[config.mk]
export PLATFORM = sky130hd
export DESIGN_NAME = mult_result_fifo
export DESIGN_NICKNAME = d
export VERILOG_FILES = /design/src/rtl/mult_pkg.sv /design/src/rtl/mult_result_fifo_sync_fifo.sv /design/src/rtl/mult_result_fifo.sv
export SDC_FILE = /design/constraint.sdc
export NUM_CORES = 1
export LEC_CHECK = 0
export CAP_MARGIN = 15
export CORE_UTILIZATION = 52
export CTS_BUF_LIST = sky130_fd_sc_hd__clkbuf_8
export DETAILED_ROUTE_END_ITERATION = 7
export HOLD_SLACK_MARGIN = 0.1
export MAX_ROUTING_LAYER = met4
export PLACE_DENSITY = 0.87
export SLEW_MARGIN = 20
export SYNTH_ARGS = -nofsm -noshare
export SYNTH_HDL_FRONTEND = slang
export SYNTH_SLANG_ARGS = --single-unit
export TNS_END_PERCENT = 5
[constraint.sdc]
create_clock -name CK -period 3.17 [get_ports CK]
set_clock_uncertainty 0.1 [all_clocks]
set_input_delay 0.951 -clock CK [delete_from_list [all_inputs] [get_ports CK]]
set_output_delay 0.951 -clock CK [all_outputs]
set_load 0.02 [all_outputs]
[src/rtl/mult_pkg.sv]
// Shared types for the 4x4 shift-add multiplier, its result collector and benches.
package mult_pkg;
  localparam int PW    = 8;
  localparam int TW    = 4;
  localparam int ACC_W = 16;

  typedef logic [PW-1:0] product_t;
  typedef logic [TW-1:0] tag_t;

  typedef struct packed {
    tag_t     tag;
    product_t data;
  } entry_t;
endpackage

[src/rtl/mult_result_fifo_sync_fifo.sv]
// Generic synchronous FIFO: DEPTH x WIDTH storage, wrapping pointers, occupancy count.
module sync_fifo #(
  parameter int WIDTH = 12,
  parameter int DEPTH = 4
) (
  input  logic                     clk,
  input  logic                     rst,
  input  logic                     push,
  input  logic                     pop,
  input  logic [WIDTH-1:0]         wdata,
  output logic [WIDTH-1:0]         rdata,
  output logic [$clog2(DEPTH):0]   count,
  output logic                     full,
  output logic                     empty
);
  localparam int AW = $clog2(DEPTH);

  logic [WIDTH-1:0] mem [DEPTH];
  logic [AW-1:0]    rd_ptr;
  logic [AW-1:0]    wr_ptr;
  logic             do_push;
  logic             do_pop;

  assign empty   = (count == '0);
  assign full    = (count == ($clog2(DEPTH)+1)'(DEPTH));
  assign do_pop  = pop & ~empty;
  // A push into a full FIFO only lands when the head leaves on the same edge.
  assign do_push = push & (~full | do_pop);
  assign rdata   = mem[rd_ptr];

  always_ff @(posedge clk) begin
    if (rst) begin
      rd_ptr <= '0;
      wr_ptr <= '0;
      count  <= '0;
      for (int i = 0; i < DEPTH; i++) mem[i] <= '0;
    end else begin
      if (do_push) begin
        mem[wr_ptr] <= wdata;
        wr_ptr      <= wr_ptr + 1'b1;
      end
      if (do_pop) rd_ptr <= rd_ptr + 1'b1;
      if (do_push && !do_pop)      count <= count + 1'b1;
      else if (!do_push && do_pop) count <= count - 1'b1;
    end
  end
endmodule

[src/rtl/mult_result_fifo.sv]
// Collects each completed multiplier product once into a tagged FIFO,
// keeping a running sum and a sticky drop flag.
module mult_result_fifo
  import mult_pkg::*;
#(
  parameter int DEPTH = 4,
  parameter int PW    = mult_pkg::PW,
  parameter int TW    = mult_pkg::TW
) (
  input  logic                   CK,
  input  logic                   RST,
  input  logic                   START,
  input  logic                   READY,
  input  logic [PW-1:0]          P,
  output logic                   OUT_VALID,
  input  logic                   OUT_READY,
  output logic [PW-1:0]          OUT_DATA,
  output logic [TW-1:0]          OUT_TAG,
  output logic [ACC_W-1:0]       ACC,
  input  logic                   ACC_CLR,
  output logic                   OVF,
  output logic [$clog2(DEPTH):0] COUNT
);
  logic          armed;
  logic          ready_q;
  logic [TW-1:0] tag_ctr;
  logic          cap;
  logic          pop;
  logic          push_ok;
  logic          full;
  logic          empty;
  logic [TW+PW-1:0] head;

  // The multiplier is not reset, so READY means nothing until a START has been seen.
  assign cap     = armed & READY & ~ready_q & ~START;
  assign pop     = OUT_VALID & OUT_READY;
  assign push_ok = cap & (~full | pop);

  assign OUT_VALID           = ~empty;
  assign {OUT_TAG, OUT_DATA} = head;

  sync_fifo #(
    .WIDTH (TW+PW),
    .DEPTH (DEPTH)
  ) u_fifo (
    .clk   (CK),
    .rst   (RST),
    .push  (push_ok),
    .pop   (pop),
    .wdata ({tag_ctr, P}),
    .rdata (head),
    .count (COUNT),
    .full  (full),
    .empty (empty)
  );

  always_ff @(posedge CK) begin
    if (RST) begin
      armed   <= 1'b0;
      ready_q <= 1'b1;
      tag_ctr <= '0;
      ACC     <= '0;
      OVF     <= 1'b0;
    end else begin
      ready_q <= READY;
      if (START)   armed   <= 1'b1;
      if (push_ok) tag_ctr <= tag_ctr + 1'b1;
      if (ACC_CLR)      ACC <= '0;
      else if (push_ok) ACC <= ACC + ACC_W'(P);
      if (cap && !push_ok) OVF <= 1'b1;
    end
  end
endmodule
==> images/closeup.png <==
Window x 29 to 59, y 46 to 76 um. Cells in gray, sequential cells in the stronger gray; small squares are vias.
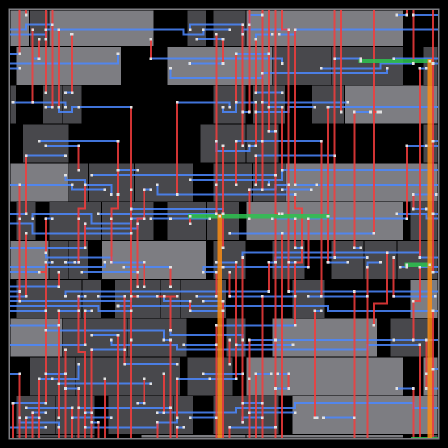
Key: M4 = orange; M1 = blue; M2 = red; M3 = green
Netlist names of flops here include u_fifo.mem (6), tag_ctr (3). Most frequent: and2_1 (9). Sequential cells in the window: 12. 60 logic cells have their middle in the window.

==> images/gates.png <==
Scale: 6 px per um.
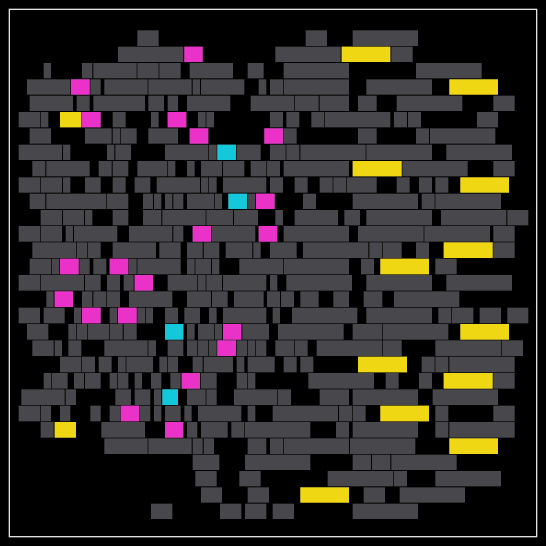
Key: xor and xnor cells = magenta [cells 20, most used xor2_1]; non-inverting ao/oa cells = cyan [cells 4, most used a31o_2]; mux cells = yellow [cells 14, most used mux4_2, where spread over the die]
Comb/total area: 35.0%
Cell Count, Final, Fillers Out: 476
most instantiated logic cell after routing: edfxtp_1

==> images/congestion_map.png <==
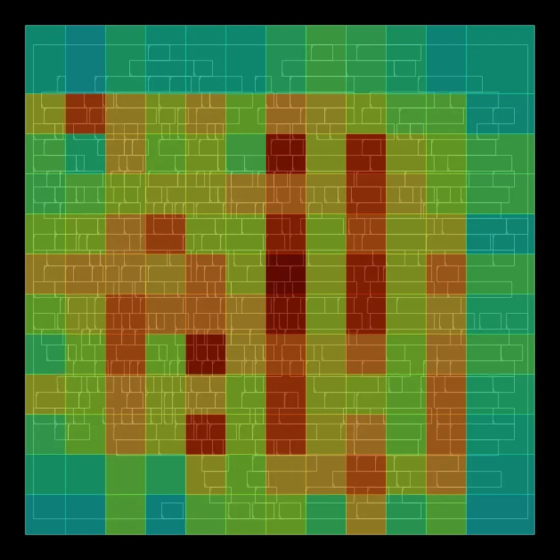
GR peak layer: met2
met1 Usage GRT: 26.8%
overall routing resource usage: 22.2%

==> flow_summary_export.csv <==
group,metric,value,unit
synthesis,yosysWarnings,0,
final_timing,totalNegativeSetupSlack,0,ps
pwr,peakVddDrop,0.430,mV
drt,drtIter0Drc,111,
drt,drt_pass1_iterations,4,
clock_tree,cts.clk_slew.worst_paths,90,ps
critical_path,start_kind,"flip-flop",
final_timing,hold_viol_final,0,
placed_design,hpwl,5060,um
critical_path,cp_max_fo,12,
synthesis,xor_area_share,4.59,%
finish,antenna_cells,0,
pwr,power.switching,0.734,mW
synthesis,netlist_top_cells_count,"edfxtp_1, and2_1, dfxtp_1, nor2_1, nand2_1",
global_route,grt_pass1_vias,2554,
drt,dr_total_vias,2529,
global_route,antenna_found_initial,0,
pwr,switching_share,27.5,%
final_timing,min_period,3040,ps
critical_path,crit_chain,"buf_6, mux4_2, clkdlybuf4s50_1",
synthesis,synthAoiAreaFrac,5.31,%
drt,antenna_left,0,
synthesis,synthCells,315,
final_timing,setup_violations,0,
status,outcome,"complete, no violations",
finish,fillerInstances,516,
floorplan,floorplan.core_util,54.9,%
synthesis,yosysChipArea,3810,sq um
placed_design,placedCellCount,460,
final_timing,max_freq,0.329,GHz
critical_path,required,2120,ps
drt,drc,0,
floorplan,fp.dieW,87.6,um
finish,final_nets,401,
drt,wl_per_cell,15.4,um
synthesis,syn_area,3810,sq um
pwr,power.internal,1.93,mW
critical_path,critPathKind,"flip-flop to output pin",
[worst paths after layout]
kind / slack (ps) / startpoint / to / depth (start not counted)
worst max-delay path: 130 / flip-flop / OUT_DATA[7] / 3
worst min-delay path: 390 / ACC[4] / ACC[4] / 2
worst max register to register: 850 / u_fifo.count[1] / u_fifo.count[2] / 8
worst min register to register: 390 / ACC[4] / ACC[4] / 2
[per-stage QoR]
| stage | total power, mW | setup WS (ps) |
|---|---|---|
| final | 2.67 | 127 |
| after global routing | 2.79 | 56.2 |
| after CTS | 2.68 | 38.2 |
| after detailed placement | 1.85 | -99.8 |
| after global placement | 1.83 | -50.6 |
| after floorplan | 1.60 | 112 |
[metal layers]
layer  share of wire (%)  global-route usage, %  routed length, um
met5                   0                      -                  0
met4                 1.6                   10.1                114
met3                 3.7                   4.15                270
met2                  50                   36.2               3660
met1                  45                   26.8               3290
[power groups by stage]
stage	Clock, mW	Sequential [mW]	Combinational, mW
2_1_floorplan	0	1.24	0.364
3_3_place_gp	0	1.21	0.616
3_5_place_dp	0	1.22	0.632
4_1_cts	0.853	1.20	0.633
5_1_grt	0.900	1.20	0.681
6_report	0.842	1.20	0.627
[repair_timing]
| action | 4_1_cts | 5_1_grt |
|---|---|---|
| setup endpoints to repair | 0 | 1 |
| gates resized | 0 | 1 |
| hold buffers | 0 | 0 |
[state kept, by name, summed over array words and instances, names as in the netlist, named ones only]
signal,cells
armed,1
u_fifo.wr_ptr,2
u_fifo.mem,48
ACC,16
u_fifo.count,3
OVF,1
u_fifo.rd_ptr,2
tag_ctr,4
ready_q,1
[cells in the final DEF, fill, tap and decap left out, types with 2 or more instances in the layout]
cell type and count:
nor3_2 2, clkdlybuf4s50_1 46, xor2_1 16, ha_1 10, or3_1 3, fa_1 2, nand3_1 10, mux2i_1 2
clkinvlp_4 2, nor2_1 27, nand2_1 24, a31o_2 2, and2_4 10, nor4_1 3, o21ai_0 6, inv_1 3
and2_1 41, nor3_1 3, a211oi_1 4, or2_2 4, xnor2_1 4, mux4_2 12, nand4_1 4, bufinv_16 2
a21oi_1 13, o211ai_1 5, buf_4 16, edfxtp_1 48, dfxtp_1 32, clkbuf_8 9
[worst max-delay path, delay by kind of cell, from the launching register on]
kind	cells	cell delay, ps
buffers and inverters	2	770
flip-flops	1	340
multiplexers	1	530
[cells by family after synthesis]
kind of cell    after synthesis
flops                        80
simple gates                138
xor+xnor                     20
fa+ha+maj                    12
mux                          14
compound gates               33
buf+inv                      18
[cell type report]
class | count | area (sq um) | area share [%]
inverters | 4 | 15.0 | 0.321
flip-flops and latches | 80 | 2080 | 44.6
multi-input cells | 217 | 1640 | 35.0
well taps | 96 | 120 | 2.57
clock inverters | 7 | 104 | 2.22
repair buffers | 63 | 592 | 12.7
clock buffers | 9 | 124 | 2.65
Power is estimated from default activity; no workload was simulated.
